==> images/clock_wires.png <==
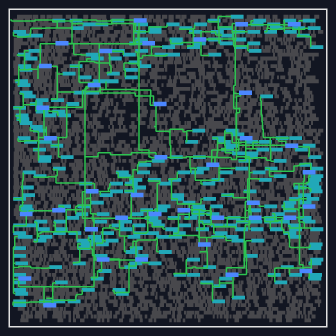
==> images/congestion_map.png <==
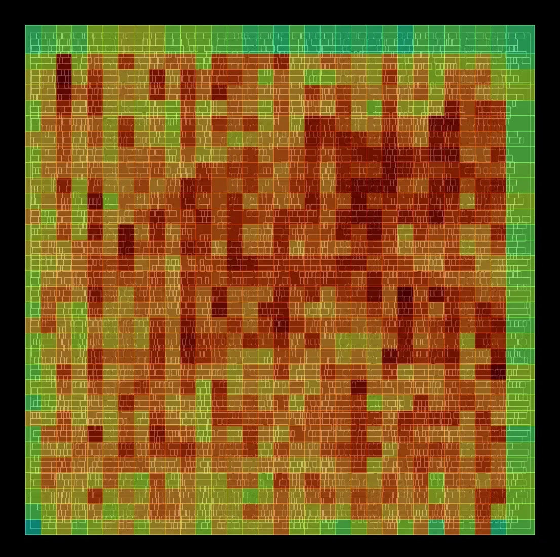
==> images/sizing.png <==
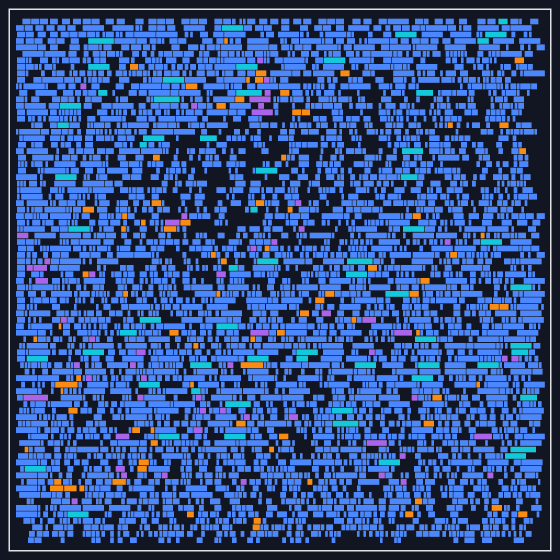
==> images/gates.png <==
Bar = 50 um.
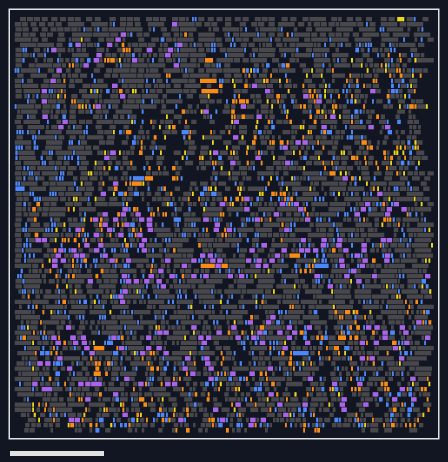
==> images/m3.png <==
Cells faint in the background.
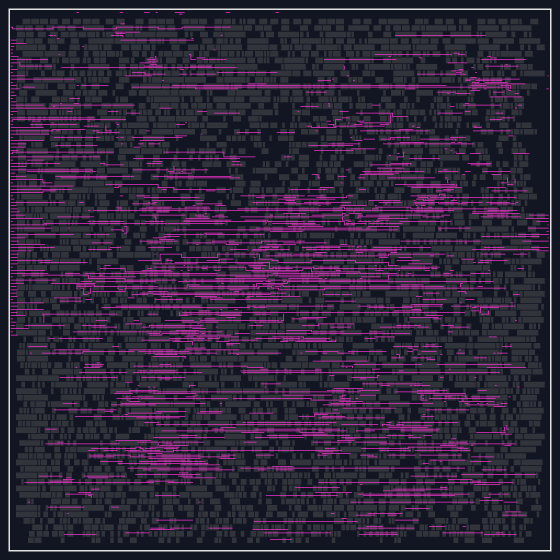
### src/rtl/seg_execute_md.sv
// seg_execute_md: pipelined execute stage with a registered EX/MEM boundary,
// an iterative multiply/divide unit (one bit per cycle) and HI/LO registers.
//
// Ports:
//   i_clk, i_rst            clock, asynchronous active-high reset
//   i_valid                 instruction present from ID/EX
//   i_pc                    PC+4 of the instruction
//   i_read_data_1/2         rs / rt operands
//   i_imm_ext               sign-extended immediate
//   i_rt, i_rd              candidate destination registers
//   i_alu_ctl, i_alu_src    ALU op and B-operand select
//   i_reg_dst               1: dest = i_rd, 0: dest = i_rt
//   i_md_op                 0 none, 1 MULT, 2 MULTU, 3 DIV, 4 DIVU, 5 MFHI, 6 MFLO
//   i_ctrl_wb_bus/mem_bus   downstream control
//   o_stall                 combinational: instruction not accepted this cycle
//   o_valid .. o_ctrl_*     registered EX/MEM outputs
//   o_md_busy               mul/div iteration in progress
module seg_execute_md #(
  parameter int LEN        = 32,
  parameter int NB_ADDR    = 5,
  parameter int NB_ALUCTL  = 4,
  parameter int NB_MDOP    = 3,
  parameter int NB_CTRL_WB = 2,
  parameter int NB_CTRL_M  = 3,
  parameter int NB_CNT     = 6
) (
  input  logic                  i_clk,
  input  logic                  i_rst,
  input  logic                  i_valid,
  input  logic [LEN-1:0]        i_pc,
  input  logic [LEN-1:0]        i_read_data_1,
  input  logic [LEN-1:0]        i_read_data_2,
  input  logic [LEN-1:0]        i_imm_ext,
  input  logic [NB_ADDR-1:0]    i_rt,
  input  logic [NB_ADDR-1:0]    i_rd,
  input  logic [NB_ALUCTL-1:0]  i_alu_ctl,
  input  logic                  i_alu_src,
  input  logic                  i_reg_dst,
  input  logic [NB_MDOP-1:0]    i_md_op,
  input  logic [NB_CTRL_WB-1:0] i_ctrl_wb_bus,
  input  logic [NB_CTRL_M-1:0]  i_ctrl_mem_bus,
  output logic                  o_stall,
  output logic                  o_valid,
  output logic [LEN-1:0]        o_pc_branch,
  output logic [LEN-1:0]        o_alu_result,
  output logic                  o_zero,
  output logic [LEN-1:0]        o_write_data,
  output logic [NB_ADDR-1:0]    o_write_register,
  output logic [NB_CTRL_WB-1:0] o_ctrl_wb_bus,
  output logic [NB_CTRL_M-1:0]  o_ctrl_mem_bus,
  output logic                  o_md_busy
);

  typedef enum logic [NB_ALUCTL-1:0] {
    ALU_AND = NB_ALUCTL'(0),
    ALU_OR  = NB_ALUCTL'(1),
    ALU_ADD = NB_ALUCTL'(2),
    ALU_SUB = NB_ALUCTL'(6),
    ALU_SLT = NB_ALUCTL'(7),
    ALU_NOR = NB_ALUCTL'(12)
  } alu_e;

  typedef enum logic [NB_MDOP-1:0] {
    MD_NONE  = NB_MDOP'(0),
    MD_MULT  = NB_MDOP'(1),
    MD_MULTU = NB_MDOP'(2),
    MD_DIV   = NB_MDOP'(3),
    MD_DIVU  = NB_MDOP'(4),
    MD_MFHI  = NB_MDOP'(5),
    MD_MFLO  = NB_MDOP'(6),
    MD_RSVD  = NB_MDOP'(7)
  } md_e;

  typedef enum logic {ST_IDLE, ST_BUSY} state_e;

  state_e              r_state;
  logic [NB_CNT-1:0]   r_cnt;
  logic                r_is_div;
  logic                r_neg_p;   // negate product / quotient
  logic                r_neg_r;   // negate remainder
  logic                r_div0;
  logic [LEN-1:0]      r_a;
  logic [LEN-1:0]      r_opnd;    // |multiplicand| or |divisor|
  logic [2*LEN-1:0]    r_acc;     // {partial hi / remainder, multiplier / quotient}
  logic [LEN-1:0]      r_hi;
  logic [LEN-1:0]      r_lo;

  logic                w_md_start, w_md_any, w_accept, w_signed, w_is_div;
  logic                w_neg_a, w_neg_b;
  logic [LEN-1:0]      w_mag_a, w_mag_b, w_b, w_alu, w_result;
  logic [LEN:0]        w_mul_sum, w_div_shift, w_div_diff;
  logic [2*LEN-1:0]    w_mul_next, w_div_next, w_mul_fix;
  logic [LEN-1:0]      w_quo, w_rem, w_hi_fin, w_lo_fin;

  assign o_md_busy  = (r_state == ST_BUSY);
  assign w_md_start = (i_md_op == MD_MULT) || (i_md_op == MD_MULTU) ||
                      (i_md_op == MD_DIV)  || (i_md_op == MD_DIVU);
  assign w_md_any   = w_md_start || (i_md_op == MD_MFHI) || (i_md_op == MD_MFLO);
  assign o_stall    = i_valid & o_md_busy & w_md_any;
  assign w_accept   = i_valid & ~o_stall;

  assign w_is_div = (i_md_op == MD_DIV) || (i_md_op == MD_DIVU);
  assign w_signed = (i_md_op == MD_MULT) || (i_md_op == MD_DIV);
  assign w_neg_a  = w_signed & i_read_data_1[LEN-1];
  assign w_neg_b  = w_signed & i_read_data_2[LEN-1];
  assign w_mag_a  = w_neg_a ? -i_read_data_1 : i_read_data_1;
  assign w_mag_b  = w_neg_b ? -i_read_data_2 : i_read_data_2;

  assign w_b = i_alu_src ? i_imm_ext : i_read_data_2;

  always_comb begin
    w_alu = '0;
    case (i_alu_ctl)
      ALU_AND: w_alu = i_read_data_1 & w_b;
      ALU_OR:  w_alu = i_read_data_1 | w_b;
      ALU_ADD: w_alu = i_read_data_1 + w_b;
      ALU_SUB: w_alu = i_read_data_1 - w_b;
      ALU_SLT: w_alu = {{(LEN-1){1'b0}}, ($signed(i_read_data_1) < $signed(w_b))};
      ALU_NOR: w_alu = ~(i_read_data_1 | w_b);
      default: w_alu = '0;
    endcase
  end

  always_comb begin
    w_result = w_alu;
    if (i_md_op == MD_MFHI) w_result = r_hi;
    else if (i_md_op == MD_MFLO) w_result = r_lo;
  end

  // Shift-add step: add multiplicand into the upper half when the current
  // multiplier LSB is set, then shift the whole accumulator right by one.
  assign w_mul_sum  = {1'b0, r_acc[2*LEN-1:LEN]} + (r_acc[0] ? {1'b0, r_opnd} : '0);
  assign w_mul_next = {w_mul_sum, r_acc[LEN-1:1]};

  // Restoring step: shift remainder:dividend left, trial-subtract the divisor,
  // keep the difference and shift in a 1 when it does not go negative.
  assign w_div_shift = r_acc[2*LEN-1:LEN-1];
  assign w_div_diff  = w_div_shift - {1'b0, r_opnd};
  assign w_div_next  = w_div_diff[LEN] ? {w_div_shift[LEN-1:0], r_acc[LEN-2:0], 1'b0}
                                       : {w_div_diff[LEN-1:0],  r_acc[LEN-2:0], 1'b1};

  // Sign fix-up applied to the last iteration's result so completion costs no extra cycle.
  assign w_mul_fix = r_neg_p ? -w_mul_next : w_mul_next;
  assign w_quo     = w_div_next[LEN-1:0];
  assign w_rem     = w_div_next[2*LEN-1:LEN];

  always_comb begin
    w_hi_fin = w_mul_fix[2*LEN-1:LEN];
    w_lo_fin = w_mul_fix[LEN-1:0];
    if (r_is_div) begin
      if (r_div0) begin
        w_hi_fin = r_a;
        w_lo_fin = '1;
      end else begin
        w_hi_fin = r_neg_r ? -w_rem : w_rem;
        w_lo_fin = r_neg_p ? -w_quo : w_quo;
      end
    end
  end

  always_ff @(posedge i_clk or posedge i_rst) begin
    if (i_rst) begin
      r_state          <= ST_IDLE;
      r_cnt            <= '0;
      r_is_div         <= 1'b0;
      r_neg_p          <= 1'b0;
      r_neg_r          <= 1'b0;
      r_div0           <= 1'b0;
      r_a              <= '0;
      r_opnd           <= '0;
      r_acc            <= '0;
      r_hi             <= '0;
      r_lo             <= '0;
      o_valid          <= 1'b0;
      o_pc_branch      <= '0;
      o_alu_result     <= '0;
      o_zero           <= 1'b0;
      o_write_data     <= '0;
      o_write_register <= '0;
      o_ctrl_wb_bus    <= '0;
      o_ctrl_mem_bus   <= '0;
    end else begin
      o_valid <= w_accept;
      if (w_accept) begin
        o_pc_branch      <= i_pc + (i_imm_ext << 2);
        o_alu_result     <= w_result;
        o_zero           <= (w_result == '0);
        o_write_data     <= i_read_data_2;
        o_write_register <= i_reg_dst ? i_rd : i_rt;
        o_ctrl_wb_bus    <= w_md_start ? '0 : i_ctrl_wb_bus;
        o_ctrl_mem_bus   <= w_md_start ? '0 : i_ctrl_mem_bus;
      end else begin
        o_ctrl_wb_bus    <= '0;
        o_ctrl_mem_bus   <= '0;
      end

      case (r_state)
        ST_BUSY: begin
          r_acc <= r_is_div ? w_div_next : w_mul_next;
          if (r_cnt == NB_CNT'(1)) begin
            r_hi    <= w_hi_fin;
            r_lo    <= w_lo_fin;
            r_cnt   <= '0;
            r_state <= ST_IDLE;
          end else begin
            r_cnt <= r_cnt - NB_CNT'(1);
          end
        end
        default: begin
          if (w_accept && w_md_start) begin
            r_state  <= ST_BUSY;
            r_cnt    <= NB_CNT'(LEN);
            r_is_div <= w_is_div;
            r_neg_p  <= w_neg_a ^ w_neg_b;
            r_neg_r  <= w_neg_a;
            r_div0   <= (i_read_data_2 == '0);
            r_a      <= i_read_data_1;
            r_opnd   <= w_is_div ? w_mag_b : w_mag_a;
            r_acc    <= {{LEN{1'b0}}, (w_is_div ? w_mag_a : w_mag_b)};
          end
        end
      endcase
    end
  end

endmodule

### config.mk
export PLATFORM = sky130hd
export DESIGN_NAME = seg_execute_md
export DESIGN_NICKNAME = d
export VERILOG_FILES = /design/src/rtl/seg_execute_md.sv
export SDC_FILE = /design/constraint.sdc
export NUM_CORES = 2
export LEC_CHECK = 0
export CORE_MARGIN = 2
export CORE_UTILIZATION = 60
export CTS_CLUSTER_SIZE = 40
export DETAILED_ROUTE_END_ITERATION = 8
export HOLD_SLACK_MARGIN = 0.05
export PLACE_DENSITY_LB_ADDON = 0.12
export SLEW_MARGIN = 40
export SYNTH_ARGS = -nofsm -noshare
export SYNTH_HDL_FRONTEND = slang
export SYNTH_SLANG_ARGS = --single-unit
### constraint.sdc
create_clock -name i_clk -period 29.8 [get_ports i_clk]
set_clock_uncertainty 0.15 [all_clocks]
set_input_delay 5.96 -clock i_clk [delete_from_list [all_inputs] [get_ports i_clk]]
set_output_delay 5.96 -clock i_clk [all_outputs]
set_load 0.02 [all_outputs]
==> reports/qor.csv <==
metric,value,unit
"Buf+Inv Stages, Crit Path",2,
Iteration-0 DRC Markers,4130,
RSZ-0062 raised after global routing,false,
Internal,1.50,mW
Pins Over Slew Limit,0,
Top cells excl fill/tap,"606 x nand2_1, 382 x o21ai_0, 308 x dfrtp_1",
fillcell total,4217,
total wire length,115,mm
Switch Pwr,1.45,mW
invs w/o clock,195,
RR Startpoint,r_acc[31],
max FFs per register,64,
vias per cell,6.69,
worst rel slew slack,0.374,
flop share of the area,0.228,
Synth flops,311,
period utilization,0.467,
largest register by flop count,r_acc,
Max-Cap Viols,0,
crit path from,i_md_op[2],
Simple-Gate Fraction of Synth Area,0.199,
total CTS buffers,38,
max frequency,0.0719,GHz
post-synthesis sequential area ratio,0.262,
I/O Buffers,264,
# diodes,3,
worst path arrival time,7.81,ns
count of non-CTS buffers in the layout,308,
sw frac,0.492,
first-pass GRT wire length,173,mm
hold crit path type,register to register,
Synth Area per Inst,7.64,um^2
CP required,23.69,ns
Yosys warnings,0,
Crit. End Element,primary output,
fin crit period,13.92,ns
Die Y,227,um
Mapped Cells,3890,
reg2reg setup slack,22.10,ns
sequential power,0.632,mW
number of global-route vias before repair,28600,
hold_ws,0.325,ns
combinational group power,1.80,mW
Post-DRT Antenna Nets,0,
Worst Max-Slew Pin Slew,0.913,ns
wire length on met2,48.5,mm
number of cells in Yosys stat,3890,
"Design Area, Final",0.0341,mm^2
Worst Hold End,o_alu_result[29],
placed cell count,4611,
critical path depth,4,
registers,311,
distinct lib cells,104,
comb area leader,AND-OR/OR-AND gates,
DRT Pass-1 Iters,7,
clk ins delay skew pair,0.58,ns
Hold Fails Final Rpt,0,
"Top cell by count, worst path",clkdlybuf4s50_1,
Floorplan Nets,4258,
crit path cell chain,clkdlybuf4s50_1 > or3_1 > and4_1 > clkdlybuf4s50_1,
Post-Synth AOI/OAI Area,0.273,
CTS tree,yes,
"Chip Area, Yosys",0.0297,mm^2
Comb power frac,0.610,
largest net degree at the start of global routing,106,
mapped cell area,0.0297,mm^2
R2R cell count,24,
xor/xnor share of the synthesized area,0.0810,
flip-flops with a built-in enable,0,
largest area contributor in the netlist,dfrtp_1,
M1 wire length,47.2,mm
crit start category,input port,
synth-to-layout area growth,14.9,%
Top class by area,logic gates,
maximum vdd drop,92.2,uV
Reg area,0.00779,mm^2
Die Span X,227,um
Mux area share,0.0371,
final setup TNS,0,ns
# rows,81,
overall power,2.95,mW
status,finished clean,
Async SR Flop Fraction,1.00,
top routing layer in use,met4,
Root Buffer Master,clkbuf_16,
main flop type,dfrtp_1,
clock-pin slew on the worst setup and hold paths,0.05,ns
mi-comb count,3135,
Power Dens Cells,86.3,mW/mm^2
"Cell Area, Placed",0.0327,mm^2
min-delay src,o_alu_result[29],
peak fanout along the critical path,10,
I/O pin cnt,265,
DR WL/cell,24.6,um
core region area,0.0490,mm^2
Sequential Power Share,0.214,
tool warnings,98,
Top cell area share,0.262,
DP HPWL,88.1,mm
Post-layout nets,4357,
Initial Utilization,0.607,
clock buffer depth,3,
Back to the opening pictures, clock_wires.png:
[blue] clock-net drivers | count: 38
[cyan] flip-flops | count: 311
[green] clock wires | length: 4850 um
flops lie: widely spread
Clk network pwr share: 0.175
Clk. pwr: 0.517 mW

Back to the opening pictures, congestion_map.png:
met1 global-route usage: 0.609
Util after Layout: 0.697
GRT Overall Usage: 0.443
met2 Use GR: 0.646
GRT busiest layer: met2

Back to the opening pictures, sizing.png:
[cyan] x6 and larger | cells: 62
[purple] x3 and x4 | cells: 58
[blue] x1 and smaller | cells: 3816
[orange] x2 | cells: 83

Back to the opening pictures, gates.png:
[purple] xor and xnor cells | cells: 274 | most used: xnor2_1 | where: widely spread
[orange] nor cells | cells: 441 | most used: nor2_1 | where: widely spread
[blue] nand cells | cells: 728 | most used: nand2_1 | where: widely spread
[yellow] inv cells | cells: 195 | most used: inv_1 | where: widely spread
Layout Cells excl Fill: 4686
most numerous logic cell after layout: nand2_1

Back to the opening pictures, m3.png:
main direction: horizontal
nets with wire on the layer: 667
longest straight run: 151 um

==> synth_stat cells (17+ instances only) <==
cell and number:
o21ai_0 382, ha_1 208, and3_1 23, o221ai_1 18, o22ai_1 44, a21oi_1 218, nor4_1 24, nand2b_1 25
inv_1 194, o21a_1 32, buf_1 28, nor2_1 288, o31ai_1 54, nor2b_1 21, clkbuf_1 211, a211oi_1 60
nand2_1 608, nor3_1 88, xnor2_1 188, o211ai_1 74, or3_1 25, dfrtp_1 311, and2_1 31, o41ai_1 18
xor2_1 85, o21ai_1 22, o21bai_1 23, a31oi_1 33, nand3_1 48, nand4_1 25, mux2_2 17, a221oi_1 45
mux2i_1 91, a21o_1 51
Power and IR drop assume default switching activity.
